power_grid.png
Bar = 50 um. Pins as bars on the die edge. Tap cells in gray.
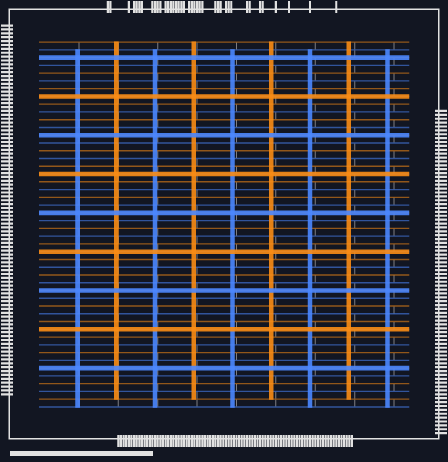
placement_by_type.png
Bar = 50 um.
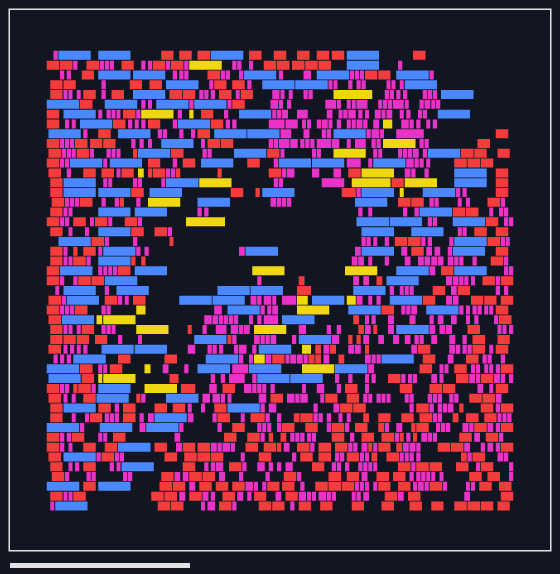
clk_routes.png
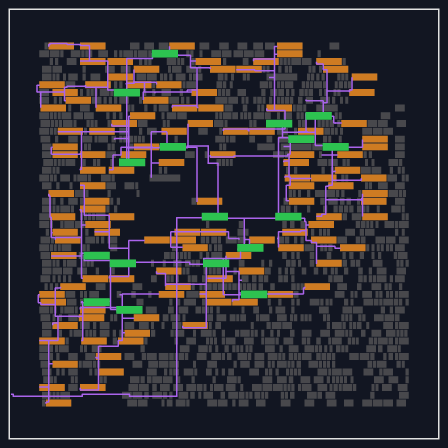
--- src/rtl/turf_rdwr_pkg.sv ---
// Shared definitions for the TURF read/write decoder: FSM states, port geometry
// and the default read data returned when a port never answers.
package turf_rdwr_pkg;

  localparam int NPORTS = 4;
  localparam int PORT_W = $clog2(NPORTS);
  localparam int PORT_SEL_LSB = 26;
  localparam logic [31:0] DEFAULT_TIMEOUT_DATA = 32'hDEADBEEF;

  typedef enum logic [1:0] {
    IDLE    = 2'd0,
    ACTIVE  = 2'd1,
    RESPOND = 2'd2
  } state_e;

  function automatic logic [NPORTS-1:0] port_onehot(input logic [PORT_W-1:0] port);
    logic [NPORTS-1:0] oh;
    oh = '0;
    oh[port] = 1'b1;
    return oh;
  endfunction

endpackage

--- src/rtl/turf_rdwr_timer.sv ---
// Per-access cycle counter: held at zero while idle, counts while run is high,
// and flags the cycle in which the port has had TIMEOUT cycles to answer.
module turf_rdwr_timer #(
  parameter int TIMEOUT = 255
) (
  input  logic aclk,
  input  logic areset,
  input  logic run,
  output logic expired
);

  localparam int CW = $clog2(TIMEOUT + 1);
  localparam logic [CW-1:0] LAST = CW'(TIMEOUT - 1);

  logic [CW-1:0] count_q, count_d;

  // Dropping run between accesses is what clears the count for the next entry.
  always_comb begin
    count_d = '0;
    if (run) count_d = count_q + 1'b1;
  end

  always_ff @(posedge aclk or posedge areset) begin
    if (areset) count_q <= '0;
    else        count_q <= count_d;
  end

  assign expired = run && (count_q == LAST);

endmodule

--- src/rtl/turf_rdwr_decode.sv ---
// Decodes a 28-bit upstream access into one of four downstream ports, waits for
// that port's ack (or a forced timeout), then returns a single-cycle ack upstream.
module turf_rdwr_decode
  import turf_rdwr_pkg::*;
#(
  parameter int          TIMEOUT      = 255,
  parameter logic [31:0] TIMEOUT_DATA = DEFAULT_TIMEOUT_DATA
) (
  input  logic                aclk,
  input  logic                areset,
  input  logic                en_i,
  input  logic                wr_i,
  input  logic [27:0]         adr_i,
  input  logic [31:0]         dat_i,
  output logic                ack_o,
  output logic [31:0]         dat_o,
  output logic [NPORTS-1:0]   m_en_o,
  output logic                m_wr_o,
  output logic [25:0]         m_adr_o,
  output logic [31:0]         m_dat_o,
  input  logic [NPORTS-1:0]   m_ack_i,
  input  logic [32*NPORTS-1:0] m_dat_i,
  output logic                timeout_o,
  output logic [15:0]         timeout_count_o
);

  state_e state_q, state_d;

  logic [PORT_W-1:0] port_q, port_d;
  logic              m_wr_q, m_wr_d;
  logic [25:0]       m_adr_q, m_adr_d;
  logic [31:0]       m_dat_q, m_dat_d;
  logic [31:0]       dat_q, dat_d;
  logic              timeout_q, timeout_d;
  logic [15:0]       timeout_count_q, timeout_count_d;

  logic        timer_expired;
  logic        port_ack;
  logic [31:0] port_rdata;

  assign port_ack   = (state_q == ACTIVE) && m_ack_i[port_q];
  assign port_rdata = m_dat_i[{port_q, 5'd0} +: 32];

  turf_rdwr_timer #(
    .TIMEOUT (TIMEOUT)
  ) u_timer (
    .aclk    (aclk),
    .areset  (areset),
    .run     (state_q == ACTIVE),
    .expired (timer_expired)
  );

  always_ff @(posedge aclk or posedge areset) begin
    if (areset) state_q <= IDLE;
    else        state_q <= state_d;
  end

  // en_i is deliberately ignored in RESPOND; upstream only drops it afterwards.
  always_comb begin
    state_d = state_q;
    case (state_q)
      IDLE:    if (en_i) state_d = ACTIVE;
      ACTIVE:  if (port_ack || timer_expired) state_d = RESPOND;
      RESPOND: state_d = IDLE;
      default: state_d = IDLE;
    endcase
  end

  always_comb begin
    m_en_o = '0;
    ack_o  = 1'b0;
    case (state_q)
      ACTIVE:  m_en_o = port_onehot(port_q);
      RESPOND: ack_o  = 1'b1;
      default: ;
    endcase
  end

  // A port ack in the expiry cycle takes priority over the forced response.
  always_comb begin
    port_d          = port_q;
    m_wr_d          = m_wr_q;
    m_adr_d         = m_adr_q;
    m_dat_d         = m_dat_q;
    dat_d           = dat_q;
    timeout_d       = 1'b0;
    timeout_count_d = timeout_count_q;
    if (state_q == IDLE && en_i) begin
      port_d  = adr_i[PORT_SEL_LSB +: PORT_W];
      m_adr_d = adr_i[PORT_SEL_LSB-1:0];
      m_wr_d  = wr_i;
      m_dat_d = dat_i;
    end else if (port_ack) begin
      if (!m_wr_q) dat_d = port_rdata;
    end else if (timer_expired) begin
      if (!m_wr_q) dat_d = TIMEOUT_DATA;
      timeout_d = 1'b1;
      if (timeout_count_q != 16'hFFFF) timeout_count_d = timeout_count_q + 16'd1;
    end
  end

  always_ff @(posedge aclk or posedge areset) begin
    if (areset) begin
      port_q          <= '0;
      m_wr_q          <= 1'b0;
      m_adr_q         <= '0;
      m_dat_q         <= '0;
      dat_q           <= '0;
      timeout_q       <= 1'b0;
      timeout_count_q <= '0;
    end else begin
      port_q          <= port_d;
      m_wr_q          <= m_wr_d;
      m_adr_q         <= m_adr_d;
      m_dat_q         <= m_dat_d;
      dat_q           <= dat_d;
      timeout_q       <= timeout_d;
      timeout_count_q <= timeout_count_d;
    end
  end

  assign m_wr_o          = m_wr_q;
  assign m_adr_o         = m_adr_q;
  assign m_dat_o         = m_dat_q;
  assign dat_o           = dat_q;
  assign timeout_o       = timeout_q;
  assign timeout_count_o = timeout_count_q;

endmodule
--- config.mk ---
export PLATFORM = sky130hd
export DESIGN_NAME = turf_rdwr_decode
export DESIGN_NICKNAME = d
export VERILOG_FILES = /design/src/rtl/turf_rdwr_pkg.sv /design/src/rtl/turf_rdwr_timer.sv /design/src/rtl/turf_rdwr_decode.sv
export SDC_FILE = /design/constraint.sdc
export NUM_CORES = 1
export LEC_CHECK = 0
export ABC_AREA = 1
export CAP_MARGIN = 20
export CORE_MARGIN = 10
export CORE_UTILIZATION = 37
export CTS_CLUSTER_DIAMETER = 40
export CTS_CLUSTER_SIZE = 8
export DETAILED_ROUTE_END_ITERATION = 7
export GPL_TIMING_DRIVEN = 0
export PLACE_DENSITY = 0.78
export RECOVER_POWER = 50
export SETUP_SLACK_MARGIN = 0.05
export SLEW_MARGIN = 20
export SYNTH_ARGS = -nofsm -noshare
export SYNTH_HDL_FRONTEND = slang
export SYNTH_HIERARCHICAL = 1
export SYNTH_SLANG_ARGS = --single-unit
--- constraint.sdc ---
create_clock -name aclk -period 3.93 [get_ports aclk]
set_input_delay 0.786 -clock aclk [delete_from_list [all_inputs] [get_ports aclk]]
set_output_delay 0.786 -clock aclk [all_outputs]
set_load 0.1 [all_outputs]
==> qor.yml <==
final_timing:
  rsz0062_at_grt: "no"
  fin_skew_ns: 0.00893
  hold_ws_ns: 0.467
  slew_viol_final: 43
  fin_ws_ns: 0.449
  setup_violations: 0
  worst_pin_slew_ns: 1.82
  period_used_pct: 88.6
  hold_viol: 0
  slew_headroom_pct: -21.8
  max_freq_mhz: 287
route:
  routed_wl_um: 24500
  route.met2.wl_um: 11900
  drtIter0Drc: 348
  ant_nets: 0
  drc: 0
  top_layer_used: "met4"
  wl_met3_um: 2520
  viasPerCell: 4.75
  m1WireLength_um: 9750
  drtPass1Iterations: 5
  vias: 6832
  detail_route.wl_per_cell_um: 17.1
die:
  chipArea_mm2: 0.0225
  die_w_um: 150
  fp_util_pct: 37.7
  core_area_mm2: 0.0166
  die_y_um: 150
  io_pins: 309
  n_tap_cell: 220
  rows: 47
global_routing:
  grt_pass1_wl_um: 38500
  grt_pass1_vias: 6913
  antenna_found_initial: 1
  overflow: 0
  grt_max_degree: 72
  grt_usage_pct: 21.9
synthesis:
  yosysSeqAreaShare_pct: 48.1
  synth_xor_xnor_area_share_pct: 1.12
  top_area_cell: "dfrtp_1"
  yosysUniqueCellTypes: 25
  syn_avg_cell_area_um2: 7.14
  ys_sh_aoi_pct: 0.961
  synth-async-reset-ratio_pct: 100
  yosys_warnings: 6
  synth.most_common_cell: "nand2_1"
  ys_area_mm2: 0.00625
  edf_count: 0
  ys.flop_type: "dfrtp_1"
  syn_area_mm2: 0.00625
  yosysCellCount: 875
  topCombFamilyByArea: "simple AND/OR/NAND/NOR gates"
  netlist_top_cells_count: "nand2_1 (474), dfrtp_1 (120), nand3_1 (88)"
  adder_share_pct: 0.601
  netlist_instances: 875
  synth_flop_count: 120
  ys_sh_mux_pct: 0
  synth_top_area_share_pct: 48.1
clock_tree:
  cts_resized: 0
  clkSlewWorstSetupHoldPaths_ns: 0.06
  cts_setup_buffers: 0
  cts_tree: "built"
  cts_inserted_buffers: 17
  clk_latency_ns: 0.41
  cts_buffer_depth: 2
  hold_buffers: 0
  cts.sinks: 120
  cts_root_buffer: "clkbuf_16"
worst_setup_path:
  critPathBufInv: 3
  path_max_fanout: 10
  crit_path_cell_trace: "buf_6 -> clkbuf_1 -> nor3_1 -> clkdlybuf4s50_1"
  cp-start-kind: "flip-flop"
  worstSetupStartpoint: "port_q[0]"
  cp_slowest_cell: "clkdlybuf4s50_1"
  required_ns: 3.14
  endpoint_kind: "primary output"
  cp.depth: 4
  r2r-start: "state_q[1]"
  crit_end: "m_en_o[2]"
  reg2reg_to: "timeout_count_o[10]"
  path_class: "flip-flop to primary output"
  crit_family: "buffers and inverters"
  reg2regPathDepth: 12
  max_stage_delay_ns: 1.19
  arrival_ns: 2.69
layout:
  lay_top_count: "nand2_1"
  most-common-layout-cells: "nand2_1 (474), clkdlybuf4s50_1 (306), dfrtp_1 (120), nand3_1 (88), nor2_1 (50)"
  seq_cell_count: 120
  inverters: 24
  comb_area_mm2: 0.00293
  fin_util_pct: 61.5
  stdcell_count: 1437
  buf_share_pct: 32.5
  buffers_excl_clock: 355
  syn_to_final_growth_pct: 63.3
  largest_class: "non-clock buffers"
  drive_above_1_share_pct: 5.76
  fillCellCount: 1493
  clkbuf_count: 20
  final_area_mm2: 0.0102
  comb_cells: 685
  comb_share_pct: 28.7
  area_share_clock_buf_inv_pct: 5.77
  seq_area_mm2: 0.00300
  antenna_cells: 1
  seq_share_pct: 29.4
hold_path:
  hold_path_end: "m_dat_o[29]"
  min_path_cells: 2
  worstHoldStart: "m_dat_o[29]"
  hold_path_class: "flip-flop to flip-flop"
placement:
  placed_area_mm2: 0.00964
  gp_congestion: 0.949
  dp_cells: 1404
  dp_hpwl_um: 19700
  port-buffer-count: 308
  dp_slack_ns: 0.795
pwr:
  ir_worst_vdd_mv: 0.732
  switching_share_pct: 58.8
  intPower_uw: 4260
  share_comb_of_total_power_pct: 65.7
  p_leak_uw: 0.00488
  pwr-share-clk_pct: 15.0
  p_sw_uw: 6080
  p_per_area_mw_per_mm2: 1010
  finalPower_uw: 10300
  seq-power_uw: 2000
  pg_comb_uw: 6800
  seq_power_share_pct: 19.4
job:
  log.warning_count: 27
  cap_violations: 1
status:
  status: "finished with violations"
  failed_checks: "max-capacitance violations, max-slew violations"
-- power_grid.png (at the start) --
| color | net |
|---|---|
| blue | VSS |
| orange | VDD |
met4 straps: 9
rows: 47

-- placement_by_type.png (at the start) --
| color | class | cells | share of their area |
|---|---|---|---|
| red | remaining buffers and delay cells | 355 | 33% |
| yellow | clock drivers and dummy loads | 32 | 5.9% |
| blue | sequential cells | 120 | 30% |
| magenta | combinational and other logic | 709 | 30% |

-- clk_routes.png (at the start) --
[green] clock drivers | count: 17
[purple] clock wires | length: 1,660 um
[orange] flip-flops | count: 120
routed clock nets: 18

==> per-layer routing <==
metal	global-route usage (%)	vias to the layer above
met1	25.3	3126
met5	0	-
met4	5.64	0
met2	36.6	261
li1	-	3425
met3	9.24	20
==> registers in the layout, indices dropped and copies added, names as in the netlist <==
| register | count |
|---|---|
| m_adr_o | 26 |
| dat_o | 32 |
| u_timer/count_q | 8 |
| port_q | 2 |
| m_wr_o | 1 |
| timeout_o | 1 |
| m_dat_o | 32 |
| state_q | 2 |
| timeout_count_o | 16 |
Power figures rest on the tool's default switching activity, not on a simulated workload.
